**src/rtl/ifu_prefetch_pkg.sv**
```systemverilog
// Shared fetch-side constants: reset PC, instruction size and the bubble encoding.
package ifu_prefetch_pkg;

   localparam logic [31:0] PC_START_DEF = 32'h0000_3000;
   localparam int          INSTR_BYTES  = 4;
   localparam logic [31:0] NOP_INSTR    = 32'h0000_0013;

   function automatic int cnt_w(input int depth);
      return $clog2(depth) + 1;
   endfunction

endpackage

```
**src/rtl/ifu_prefetch_if.sv**
```systemverilog
// Handshake bundle between the prefetch unit, instruction memory, redirect source and decode.
interface ifu_prefetch_if #(parameter int XLEN = 32);

   logic            imem_req_valid;
   logic            imem_req_ready;
   logic [XLEN-1:0] imem_req_addr;
   logic            imem_rsp_valid;
   logic [XLEN-1:0] imem_rsp_data;
   logic            redirect_valid;
   logic [XLEN-1:0] redirect_pc;
   logic            if_valid;
   logic            if_ready;
   logic [XLEN-1:0] if_pc;
   logic [XLEN-1:0] if_pc4;
   logic [XLEN-1:0] if_instr;

   modport master (
      output imem_req_valid, imem_req_addr, if_valid, if_pc, if_pc4, if_instr,
      input  imem_req_ready, imem_rsp_valid, imem_rsp_data, redirect_valid, redirect_pc, if_ready
   );

   modport slave (
      input  imem_req_valid, imem_req_addr, if_valid, if_pc, if_pc4, if_instr,
      output imem_req_ready, imem_rsp_valid, imem_rsp_data, redirect_valid, redirect_pc, if_ready
   );

endinterface

```
**src/rtl/ifu_prefetch_fetch_queue.sv**
```systemverilog
// Circular FIFO with an extra pointer bit for full/empty; flush wins over push and pop.
module fetch_queue import ifu_prefetch_pkg::*; #(
   parameter int WIDTH = 64,
   parameter int DEPTH = 4
) (
   input  logic                   clk,
   input  logic                   reset_n,
   input  logic                   push,
   input  logic                   pop,
   input  logic                   flush,
   input  logic [WIDTH-1:0]       wdata,
   output logic [WIDTH-1:0]       rdata,
   output logic                   full,
   output logic                   empty,
   output logic [$clog2(DEPTH):0] count
);

   localparam int AW = $clog2(DEPTH);

   logic [WIDTH-1:0] mem [DEPTH];
   logic [AW:0]      wptr, rptr;
   logic             do_push, do_pop;

   assign count   = wptr - rptr;
   assign empty   = (wptr == rptr);
   assign full    = (wptr[AW] != rptr[AW]) && (wptr[AW-1:0] == rptr[AW-1:0]);
   assign do_pop  = pop && !empty && !flush;
   // A push into a full queue is only legal when the head leaves in the same cycle.
   assign do_push = push && !flush && (!full || do_pop);
   assign rdata   = mem[rptr[AW-1:0]];

   always_ff @(posedge clk or negedge reset_n) begin
      if (!reset_n) begin
         wptr <= '0;
         rptr <= '0;
      end else if (flush) begin
         wptr <= '0;
         rptr <= '0;
      end else begin
         if (do_push) wptr <= wptr + (AW+1)'(1);
         if (do_pop)  rptr <= rptr + (AW+1)'(1);
      end
   end

   always_ff @(posedge clk) begin
      if (do_push) mem[wptr[AW-1:0]] <= wdata;
   end

   always_ff @(posedge clk) begin
      if (reset_n) assert (!(push && full && !pop && !flush));
   end

endmodule

```
**src/rtl/ifu_prefetch.sv**
```systemverilog
// Decoupled instruction fetch: credit-limited request issue, in-order response queue, redirect flush.
module ifu_prefetch import ifu_prefetch_pkg::*; #(
   parameter int              XLEN     = 32,
   parameter logic [XLEN-1:0] PC_START = XLEN'(PC_START_DEF),
   parameter int              DEPTH    = 4
) (
   input  logic            clk,
   input  logic            reset_n,
   ifu_prefetch_if.master  bus
);

   localparam int CW = cnt_w(DEPTH);

   logic [XLEN-1:0]   fpc, tag_pc;
   logic [CW-1:0]     outstanding, drop, occ;
   logic [2*XLEN-1:0] head;
   logic              q_full, q_empty;
   logic              credit_ok, req_fire, push, pop, redirect;
   logic [XLEN-1:0]   head_pc;
   logic              unused_ok;

   assign redirect  = bus.redirect_valid;
   assign credit_ok = ({1'b0, occ} + {1'b0, outstanding}) < (CW+1)'(DEPTH);
   assign bus.imem_req_valid = reset_n && credit_ok && !redirect;
   assign bus.imem_req_addr  = fpc;
   assign req_fire = bus.imem_req_valid && bus.imem_req_ready;
   assign push     = bus.imem_rsp_valid && (drop == '0);
   assign pop      = bus.if_valid && bus.if_ready;

   fetch_queue #(.WIDTH(2*XLEN), .DEPTH(DEPTH)) u_queue (
      .clk     (clk),
      .reset_n (reset_n),
      .push    (push),
      .pop     (pop),
      .flush   (redirect),
      .wdata   ({tag_pc, bus.imem_rsp_data}),
      .rdata   (head),
      .full    (q_full),
      .empty   (q_empty),
      .count   (occ)
   );

   assign head_pc      = head[2*XLEN-1:XLEN];
   assign bus.if_valid = !q_empty;
   assign bus.if_pc    = bus.if_valid ? head_pc : '0;
   assign bus.if_instr = bus.if_valid ? head[XLEN-1:0] : '0;
   assign bus.if_pc4   = bus.if_valid ? head_pc + XLEN'(INSTR_BYTES) : '0;
   assign unused_ok    = &{1'b0, bus.redirect_pc[1:0], q_full};

   // outstanding counts every in-flight response, including the doomed ones tracked by drop.
   // tag_pc is the address of the oldest in-flight request that will actually be kept.
   always_ff @(posedge clk or negedge reset_n) begin
      if (!reset_n) begin
         fpc         <= PC_START;
         tag_pc      <= PC_START;
         outstanding <= '0;
         drop        <= '0;
      end else begin
         outstanding <= outstanding + CW'(req_fire) - CW'(bus.imem_rsp_valid);
         if (redirect) begin
            fpc    <= {bus.redirect_pc[XLEN-1:2], 2'b00};
            tag_pc <= {bus.redirect_pc[XLEN-1:2], 2'b00};
            drop   <= outstanding - CW'(bus.imem_rsp_valid);
         end else begin
            if (req_fire) fpc <= fpc + XLEN'(INSTR_BYTES);
            if (bus.imem_rsp_valid) begin
               if (drop != '0) drop   <= drop - CW'(1);
               else            tag_pc <= tag_pc + XLEN'(INSTR_BYTES);
            end
         end
      end
   end

   always_ff @(posedge clk) begin
      if (reset_n) begin
         assert (!(bus.imem_rsp_valid && outstanding == '0));
         assert (!bus.imem_req_valid || bus.imem_req_addr[1:0] == 2'b00);
      end
   end

endmodule

```
**src/flat_wrapper.sv**
```systemverilog
// flat-port wrapper written by rule: the top's interface ports become plain ports
module ifu_prefetch_flat import ifu_prefetch_pkg::*;
#(
   parameter int              XLEN     = 32,
   parameter logic [XLEN-1:0] PC_START = XLEN'(PC_START_DEF),
   parameter int              DEPTH    = 4
)
  (clk, reset_n, bus_imem_req_valid, bus_imem_req_addr, bus_if_valid, bus_if_pc, bus_if_pc4, bus_if_instr, bus_imem_req_ready, bus_imem_rsp_valid, bus_imem_rsp_data, bus_redirect_valid, bus_redirect_pc, bus_if_ready);
  ifu_prefetch_if #(.XLEN(XLEN)) bus_i ();
  input  logic clk;
  input  logic reset_n;
  output wire logic [$bits(bus_i.imem_req_valid)-1:0] bus_imem_req_valid;
  output wire logic [$bits(bus_i.imem_req_addr)-1:0] bus_imem_req_addr;
  output wire logic [$bits(bus_i.if_valid)-1:0] bus_if_valid;
  output wire logic [$bits(bus_i.if_pc)-1:0] bus_if_pc;
  output wire logic [$bits(bus_i.if_pc4)-1:0] bus_if_pc4;
  output wire logic [$bits(bus_i.if_instr)-1:0] bus_if_instr;
  input wire logic [$bits(bus_i.imem_req_ready)-1:0] bus_imem_req_ready;
  input wire logic [$bits(bus_i.imem_rsp_valid)-1:0] bus_imem_rsp_valid;
  input wire logic [$bits(bus_i.imem_rsp_data)-1:0] bus_imem_rsp_data;
  input wire logic [$bits(bus_i.redirect_valid)-1:0] bus_redirect_valid;
  input wire logic [$bits(bus_i.redirect_pc)-1:0] bus_redirect_pc;
  input wire logic [$bits(bus_i.if_ready)-1:0] bus_if_ready;
  assign bus_imem_req_valid = bus_i.imem_req_valid;
  assign bus_imem_req_addr = bus_i.imem_req_addr;
  assign bus_if_valid = bus_i.if_valid;
  assign bus_if_pc = bus_i.if_pc;
  assign bus_if_pc4 = bus_i.if_pc4;
  assign bus_if_instr = bus_i.if_instr;
  assign bus_i.imem_req_ready = bus_imem_req_ready;
  assign bus_i.imem_rsp_valid = bus_imem_rsp_valid;
  assign bus_i.imem_rsp_data = bus_imem_rsp_data;
  assign bus_i.redirect_valid = bus_redirect_valid;
  assign bus_i.redirect_pc = bus_redirect_pc;
  assign bus_i.if_ready = bus_if_ready;
  ifu_prefetch #(.XLEN(XLEN), .PC_START(PC_START), .DEPTH(DEPTH)) u_core (.clk(clk), .reset_n(reset_n), .bus(bus_i));
endmodule
```
**config.mk**
```make
export PLATFORM = sky130hd
export DESIGN_NAME = ifu_prefetch_flat
export DESIGN_NICKNAME = d
export VERILOG_FILES = /design/src/rtl/ifu_prefetch_pkg.sv /design/src/rtl/ifu_prefetch_if.sv /design/src/rtl/ifu_prefetch_fetch_queue.sv /design/src/rtl/ifu_prefetch.sv /design/src/flat_wrapper.sv
export SDC_FILE = /design/constraint.sdc
export NUM_CORES = 1
export LEC_CHECK = 0
export CORE_MARGIN = 4
export CORE_UTILIZATION = 50
export DETAILED_ROUTE_END_ITERATION = 8
export GPL_TIMING_DRIVEN = 0
export PLACE_DENSITY = 0.76
export SLEW_MARGIN = 25
export SYNTH_ARGS = -nofsm -noshare
export SYNTH_HDL_FRONTEND = slang
export SYNTH_SLANG_ARGS = --single-unit
```
**constraint.sdc**
```tcl
create_clock -name clk -period 4.1 [get_ports clk]
set_input_delay 0.41 -clock clk [delete_from_list [all_inputs] [get_ports clk]]
set_output_delay 0.41 -clock clk [all_outputs]
set_load 0.005 [all_outputs]
```
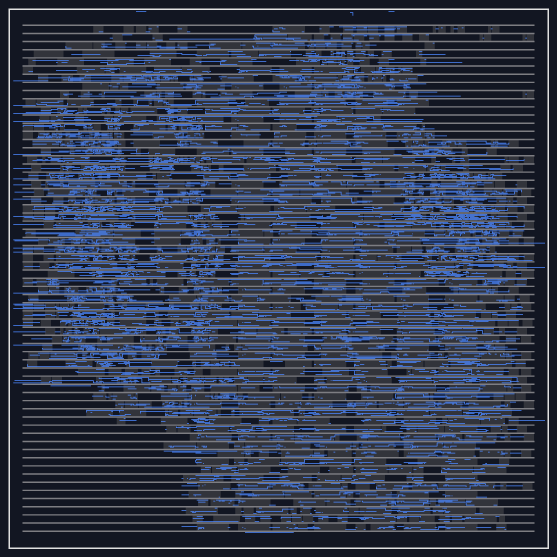
Figure 1: run 1, the metal 1 layer.
Drawn at 3 px/um. Supply wires on this layer in grey.
main direction: horizontal
nets with wire on the layer: 1200
wire length on this layer: 14900 um
longest straight run: 52.4 um
share of all routed wire: 42%

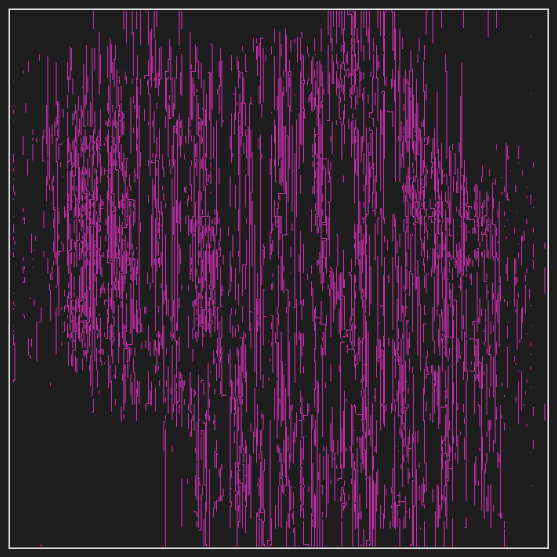
Figure 2: run 1, M2 wires.
Drawn at 3 px/um.
nets with wire on the layer: 1149
main direction: vertical
longest straight run: 81.6 um
drt total wl: 35600 um
vias: 9526
GR Layer Usage met2: 35.8%

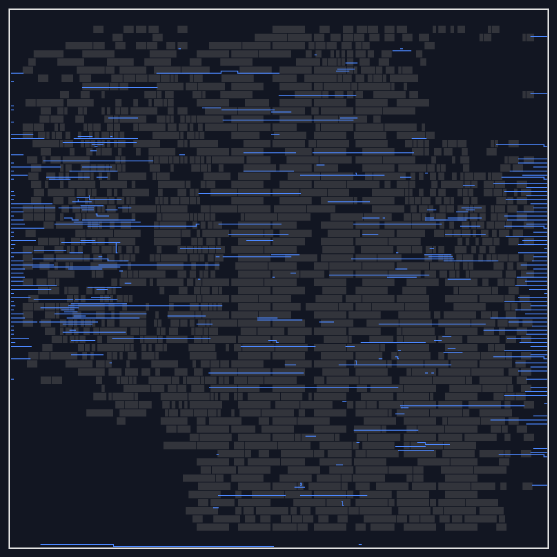
Figure 3: run 1, met3 routing.
Drawn at 3 px/um.
main direction: horizontal
share of all routed wire: 7.9%
nets with wire on the layer: 239
wire length on this layer: 2820 um
longest straight run: 62.8 um

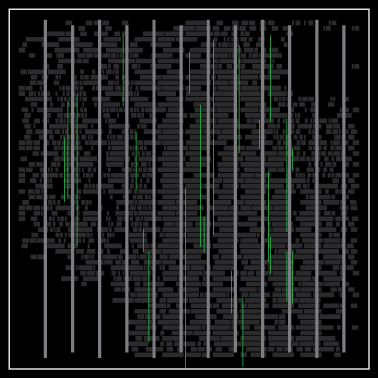
Figure 4: run 1, the metal 4 layer.
Drawn at 2 px/um. Supply wires on this layer in grey.
nets with wire on the layer: 19
share of all routed wire: 2.6%
longest straight run: 97.2 um
wire length on this layer: 917 um

run 1: area by class of cell:
type	instances	area, um2	area share (%)
inverter	29	109	0.592
multi-input combinational	611	5000	27.2
clock inverter	18	223	1.21
buffer	55	379	2.06
clock buffer	40	850	4.62
sequential	320	9250	50.3
tap	384	480	2.61
timing repair buffer	207	2100	11.4
run 1: report_power, final:
part	switching, W	internal, W	total (W)
logic	0.000843	0.000946	0.00179
clock network	0.00119	0.00178	0.00296
registers	0.000185	0.00369	0.00388
run 1: routing by layer:
layer  wire, um  up-vias  part of all wire, %
met2      17000      429                   48
met1      14900     4708                   42
met4        916        0                  2.6
li1           -     4335                    -
met5          0        -                    0
met3       2820       54                  7.9
run 1: cells by family after synthesis:
kind of cell               count (synthesis)  share of synthesized area (%)
and+or+nand+nor                          337                           12.6
DFF                                      320                           63.2
AOI/OAI and AO/OA                        114                           4.77
buffers and inverters                     85                           3.02
muxes                                     79                           11.4
xor gates and xnor gates                  55                           3.29
adders and majority gates                 20                           1.81
other                                      1                         0.0256
run 1: Yosys cell counts, drive strengths merged, types with 7 or more instances:
master,number,area share [%]
and4,10,0.62
or3,11,0.47
a21oi,19,0.65
mux4,62,10
nand4,22,1.0
clkbuf,33,1.1
dfrtp,68,12
and2,73,3.1
or4,9,0.46
ha,18,1.5
and3,8,0.35
a31oi,10,0.43
nand2,73,1.9
o31ai,8,0.41
xnor2,39,2.3
nor4,16,0.68
xor2,16,0.96
o311ai,7,0.42
nor2,48,1.2
nor3,17,0.58
edfxtp,248,51
nand3,36,1.3
mux2,15,1.2
buf,23,1.2
o21ai,49,1.7
inv,28,0.72
run 1: sequential cells by signal, summed over array words and instances (netlist names):
signal / flops
u_core.u_queue.mem: 248
u_core.bus.imem_req_addr: 30
u_core.tag_pc: 30
u_core.drop: 3
u_core.outstanding: 3
u_core.u_queue.rptr: 3
u_core.u_queue.wptr: 3
run 1: cells in the final DEF, fill, tap and decap left out, types with 26 or more instances in the layout:
| cell | count |
|---|---|
| edfxtp_1 | 248 |
| clkbuf_1 | 26 |
| dfrtp_1 | 68 |
| o21ai_0 | 49 |
| mux4_2 | 50 |
| and2_1 | 67 |
| nand2_1 | 73 |
| xnor2_1 | 39 |
| nand3_1 | 34 |
| nor2_1 | 47 |
| clkdlybuf4s50_1 | 189 |
| inv_1 | 28 |
| clkbuf_16 | 32 |
run 1: per-stage QoR:
stage,area (um2),power [W],utilization [%]
2_1_floorplan,14700,0.00480,-
3_3_place_gp,17100,0.00562,59.3
3_5_place_dp,17200,0.00567,59.7
4_1_cts,18300,0.00863,63.7
5_1_grt,18400,0.00902,63.9
6_report,18400,0.00863,63.9
run 1: worst max-delay path by stage:
stage | to | cells after the start
2_1_floorplan | u_core.outstanding[2] | 17
3_3_place_gp | u_core.outstanding[2] | 9
3_5_place_dp | u_core.outstanding[2] | 17
4_1_cts | bus_if_pc4[19] | 12
5_1_grt | bus_if_pc4[23] | 9
6_report | u_core.bus.imem_req_addr[28] | 14
==> results.toml, run 1 <==
# yosys + openroad results
[run_status]
status = "completed"

[setup_path]
ff2ff_setup_slack_ns = 0.15
cp_max_fo = 19
cp.required_ns = 4.52
rr_endpoint = "u_core.bus.imem_req_addr[28]"
path_buffers = 8

[global_routing]
use_met1_pct = 30.9

[place]
port_buffers = 191

[routing]
antenna_violating_nets_post_route = 0
wl_per_cell_um = 21.4

[sta]
min_period_ns = 3.95
slew_headroom_pct = 29.8

[clock_network]
cts_hold_buf = 1
clock-sinks = 320

[die]
die_area_mm2 = 0.0321
rows = 62

[pwr]
ir_drop_v = 0.000369
power_density_mw_per_mm2 = 469

[flow_run]
drv_cap = 0

[synthesis]
ys_cells = 1011
Figure 5. Routing congestion map (run 1).
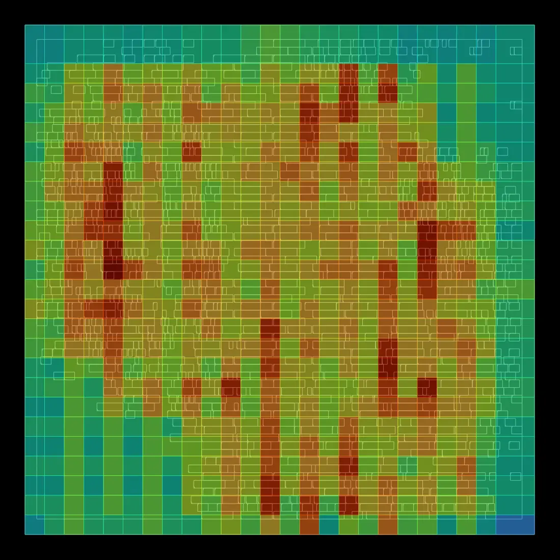

==> run 2, diff against run 1 <==
Settings changed: SLEW_MARGIN 25 to unset.
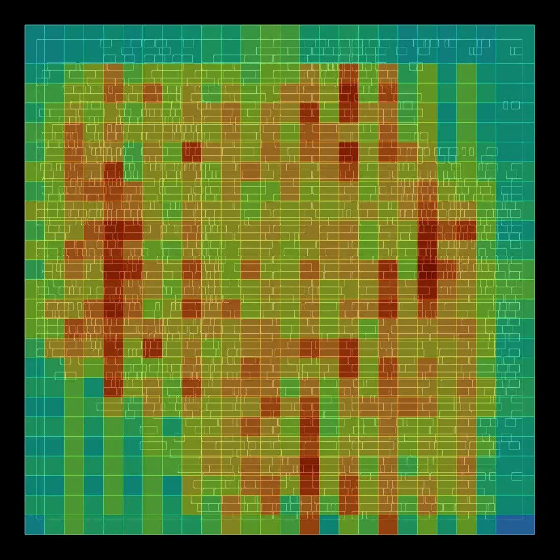
Figure 6: run 2, routing congestion map.
Total GRT Usage: 22.4%
GR Layer Usage met2: 36.5%

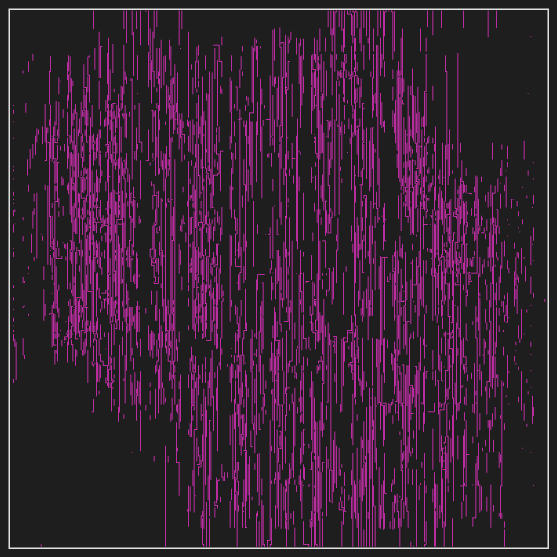
Figure 7: run 2, M2 wires.
Drawn at 3 px/um.
wire length on this layer: 17100 um
main direction: vertical
vias: 9636
drt total wl: 35700 um

==> run 2 against run 1 <==
  * Final area about the same
  * Routed wire length up 0.31%
  * Non-clock buffer count down 2
  * Sequential share of layout area about the same
  * Cell count about the same
  * Sequential power about the same
  * Clock power up 2%
==> results.toml, run 2 <==
# yosys + openroad results
[run_status]
status = "completed"

[cells_and_area]
logic_area_mm2 = 0.00499
largest_reg_flops = 248
lay_top_cells = "edfxtp_1, clkdlybuf4s50_1, nand2_1, dfrtp_1, and2_1"
flop_area_mm2 = 0.00925
lay_top_count = "edfxtp_1"

[pwr]
p_int_w = 0.00641
pwr-share-comb_pct = 20.5
p_seq_share_pct = 44.8
switching_share_pct = 26.1
clkPwrFrac_pct = 34.7
ir_drop_v = 0.000273
power.switching_w = 0.00226

[setup_path]
cp_max_fo = 10
rr_endpoint = "u_core.outstanding[2]"
ff2ff_setup_slack_ns = 0.30
cp.required_ns = 3.69

[synthesis]
mux_share_pct = 11.4
ys_cells = 1011
top_cells_by_count = "edfxtp_1, nand2_1, and2_1"
ys_seq_share_pct = 63.2
top_area_cell = "edfxtp_1"
top_logic_kind = "simple AND/OR/NAND/NOR gates"
top_cell_area_share_pct = 50.8
synthSimpleGateAreaFrac_pct = 12.6
synth.area.top_cells = "edfxtp_1, dfrtp_1, mux4_2"
top_cell = "edfxtp_1"

[sta]
slew_headroom_pct = 15.0
fin_worst_skew_ns = 0.0210

[flow_run]
drv_cap = 0

[die]
rows = 62

[routing]
antenna_violating_nets_post_route = 0
wl_per_cell_um = 21.5
==> run 2: cell counts after synthesis <==
No cell type changed its count.
==> run 2: through the flow <==
stage	utilization (%)	instance area (um2)	instances	power, W	setup WS, ns
floorplan	-	14700	1016	0.00480	0.119
global placement	59.3	17100	1591	0.00562	-2.19
detailed placement	59.8	17200	1596	0.00568	-1.08
CTS	63.8	18400	1660	0.00870	0.0209
global route	64.0	18400	1665	0.00906	0.000221
finish	64.0	18400	1665	0.00867	0.135
==> run 2: per-layer routing <==
metal  part of all wire, %  global-route usage, %  vias up
met1                    42                   31.4     4776
met5                     0                      0        -
li1                      -                      -     4339
met2                    48                   36.5      468
met3                   8.4                   4.15       53
met4                   2.1                   5.97        0
==> run 2: worst max path at each step <==
stage	end	slack, ns	cells past startpoint
finish	bus_if_pc4[31]	0.13	9
global route	bus_if_pc4[31]	0.0002	9
CTS	bus_if_pc4[24]	0.02	10
global placement	u_core.outstanding[2]	-2.19	9
floorplan	u_core.outstanding[2]	0.12	17
detailed placement	u_core.outstanding[2]	-1.08	17
==> run 2: what timing repair did <==
item / in CTS / in global routing
pin swaps: 2 / 1
gates resized: 13 / 20
endpoints found under the hold margin: 26 / 0
setup buffers: 3 / 5
hold buffers: 1 / 0
endpoints found under the setup margin: 185 / 57
==> run 2: final cells by class <==
| class | count | share of cell area (%) |
|---|---|---|
| sequential | 320 | 50.3 |
| inverter | 29 | 0.591 |
| buffer | 55 | 1.93 |
| clock inverter | 16 | 1.01 |
| multi-input combinational | 611 | 27.1 |
| tap | 384 | 2.61 |
| timing repair buffer | 205 | 11.5 |
| clock buffer | 45 | 4.96 |
==> run 2: power by group through the flow <==
stage	clock, W	sequential [W]	combinational [W]
floorplan	0	0.00389	0.000913
CTS	0.00306	0.00387	0.00177
global placement	0	0.00393	0.00170
finish	0.00301	0.00388	0.00178
global route	0.00320	0.00390	0.00195
detailed placement	0	0.00394	0.00174
==> run 2: critical path: stages (launching register included) <==
cell and delay, ns:
dfrtp_1 0.42, buf_6 0.18, buf_12 0.16, buf_12 0.15
mux4_2 0.44, and4_4 0.28, nand4_4 0.15, or4_1 0.53
a21oi_1 0.19, clkdlybuf4s50_1 0.53
==> run 2: cells by family (layout without fill, tap and decap cells) <==
kind of cell    Yosys count  count (layout)
compound gates          114             114
xor+xnor                 55              55
fa+ha+maj                20              20
buf+inv                  85             350
flops                   320             320
mux                      79              79
other cells               1               6
simple gates            337             337
==> run 3, diff against run 2 <==
Settings changed: SKIP_CTS_REPAIR_TIMING set to 1.
==> run 3 against run 2 <==
  * Final area up 0.29%
  * Clock power about the same
  * Global-route usage about the same
  * Sequential cell count unchanged
  * First-iteration DRC count down 5.8%
  * Routed wire length up 0.42%
  * Utilization up 0.19 points
  * Clock skew about the same
  * Maximum frequency down 0.12%
  * Synthesized cell count unchanged
  * Total power up 0.18%
  * Critical path type unchanged
==> results.toml, run 3 <==
# yosys + openroad results
[run_status]
status = "completed"

[synthesis]
ys_sh_xor_pct = 3.29
compound_area_share_pct = 4.77
yosys.area_share.adder_pct = 1.81
synth.area.top_cells = "edfxtp_1, dfrtp_1, mux4_2"
ys_seq_share_pct = 63.2
ys_cells = 1011
top_cells_by_count = "edfxtp_1, nand2_1, and2_1"
top_area_cell = "edfxtp_1"
top_cell = "edfxtp_1"
mux_share_pct = 11.4
top_cell_area_share_pct = 50.8

[setup_path]
path_buffers = 4
cpPeakStageDelay_ns = 0.53
crit_family = "buffers and inverters"
cp.depth = 9
crit_end = "bus_if_pc4[31]"
cp_max_fo = 10
rr_endpoint = "u_core.outstanding[2]"
ff2ff_setup_slack_ns = 0.32

[pwr]
power.total_w = 0.00868
power_density_mw_per_mm2 = 470

[place]
place_area_mm2 = 0.0172
port_buffers = 191
place_inst = 1596

[die]
rows = 62
die_area_mm2 = 0.0321

[cells_and_area]
largest_reg_flops = 248
final_cells = 1670
lay_top_count = "edfxtp_1"
design_area_mm2 = 0.0185

[global_routing]
grtUsageTotal_pct = 22.4

[sta]
slew_headroom_pct = 15.8
fin_worst_skew_ns = 0.0211

[routing]
antenna_violating_nets_post_route = 0
wl_per_cell_um = 21.5

[clock_network]
clock-sinks = 320

[flow_run]
drv_cap = 0
-- run 3: cell count changes in the layout (fill, tap and decap cells not counted), sizes merged --
| cell | before | now |
|---|---|---|
| dlymetal6s2s | 1 | 0 |
| clkbuf | 78 | 76 |
| clkdlybuf4s50 | 189 | 190 |
| buf | 36 | 43 |
-- run 3: worst min-delay path by stage --
stage                                       from                           end  slack (ns)  depth (start not counted)
floorplan                                reset_n  u_core.bus.imem_req_addr[10]        0.11                          0
global placement    u_core.bus.imem_req_addr[19]  u_core.bus.imem_req_addr[19]        0.51                          1
detailed placement                       reset_n   u_core.bus.imem_req_addr[6]        0.38                          1
CTS                                      reset_n   u_core.bus.imem_req_addr[6]       -0.16                          1
global route                             reset_n             u_core.tag_pc[20]        0.44                          2
finish                                   reset_n   u_core.bus.imem_req_addr[6]        0.39                          2
-- run 3: routing by layer --
layer,wire length (um),global-route usage [%]
met1,15000,31.3
met2,17100,36.5
met3,2980,4.13
met4,767,5.97
met5,0,0
-- run 3: layout make-up --
cell class / count / area (um2) / area share [%]
sequential: 320 / 9250 / 50.1
multi-input combinational: 611 / 4990 / 27.0
timing repair buffer: 209 / 2150 / 11.6
clock buffer: 45 / 912 / 4.94
tap: 384 / 480 / 2.60
buffer: 56 / 384 / 2.08
clock inverter: 16 / 186 / 1.01
inverter: 29 / 109 / 0.590
-- run 3: report_power, final --
part	internal (W)	leakage (nW)	total [W]	switching, W
clock network	0.00177	0.532	0.00301	0.00124
registers	0.00369	3.10	0.00388	0.000185
logic	0.000946	2.69	0.00179	0.000846
-- run 3: logic make-up after synthesis --
family | count (synthesis)
multiplexers | 79
other | 1
XOR/XNOR | 55
AND-OR/OR-AND | 114
adder cells (fa/ha/maj) | 20
AND/OR/NAND/NOR | 337
flip-flops | 320
buffers and inverters | 85
-- run 3: worst reg2reg max path: cells and delay by family (launching register included) --
kind,cells,cell delay [ns]
xor gates and xnor gates,3,0.42
DFF,1,0.38
buffers and inverters,9,1.25
and+or+nand+nor,2,0.44
adders and majority gates,4,1.17
-- run 3: metrics by stage --
step | setup WS (ns) | hold slack, ns
3_3_place_gp | -2.19 | 0.514
3_5_place_dp | -1.08 | 0.378
6_report | 0.130 | 0.386
2_1_floorplan | 0.119 | 0.114
5_1_grt | -0.00124 | 0.435
4_1_cts | -1.10 | -0.159
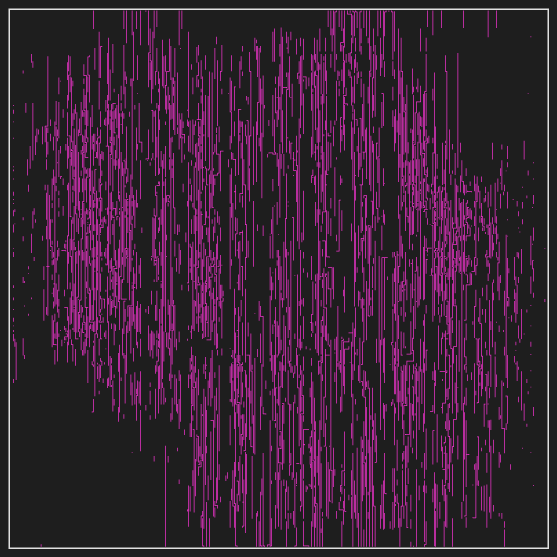
Figure 8: run 3, M2 wires.
Drawn at 3 px/um.
longest straight run: 97.6 um
main direction: vertical
share of all routed wire: 48%
wire length on this layer: 17100 um
nets with wire on the layer: 1163

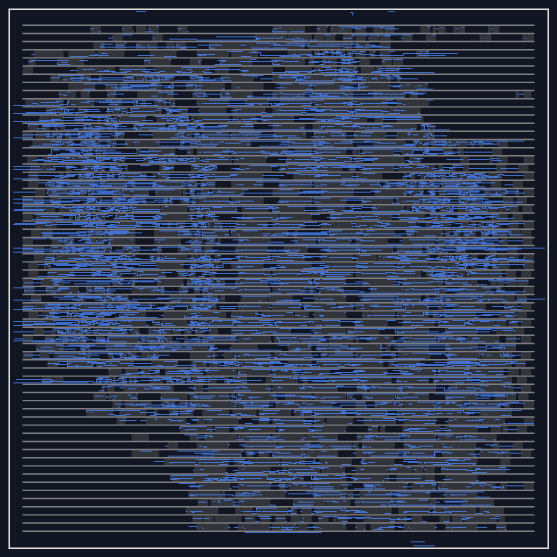
Figure 9: run 3, the metal 1 layer.
Drawn at 3 px/um. Supply wires on this layer in grey.
longest straight run: 69.0 um
main direction: horizontal
wire length on this layer: 15000 um

Power is estimated from default activity; no workload was simulated.
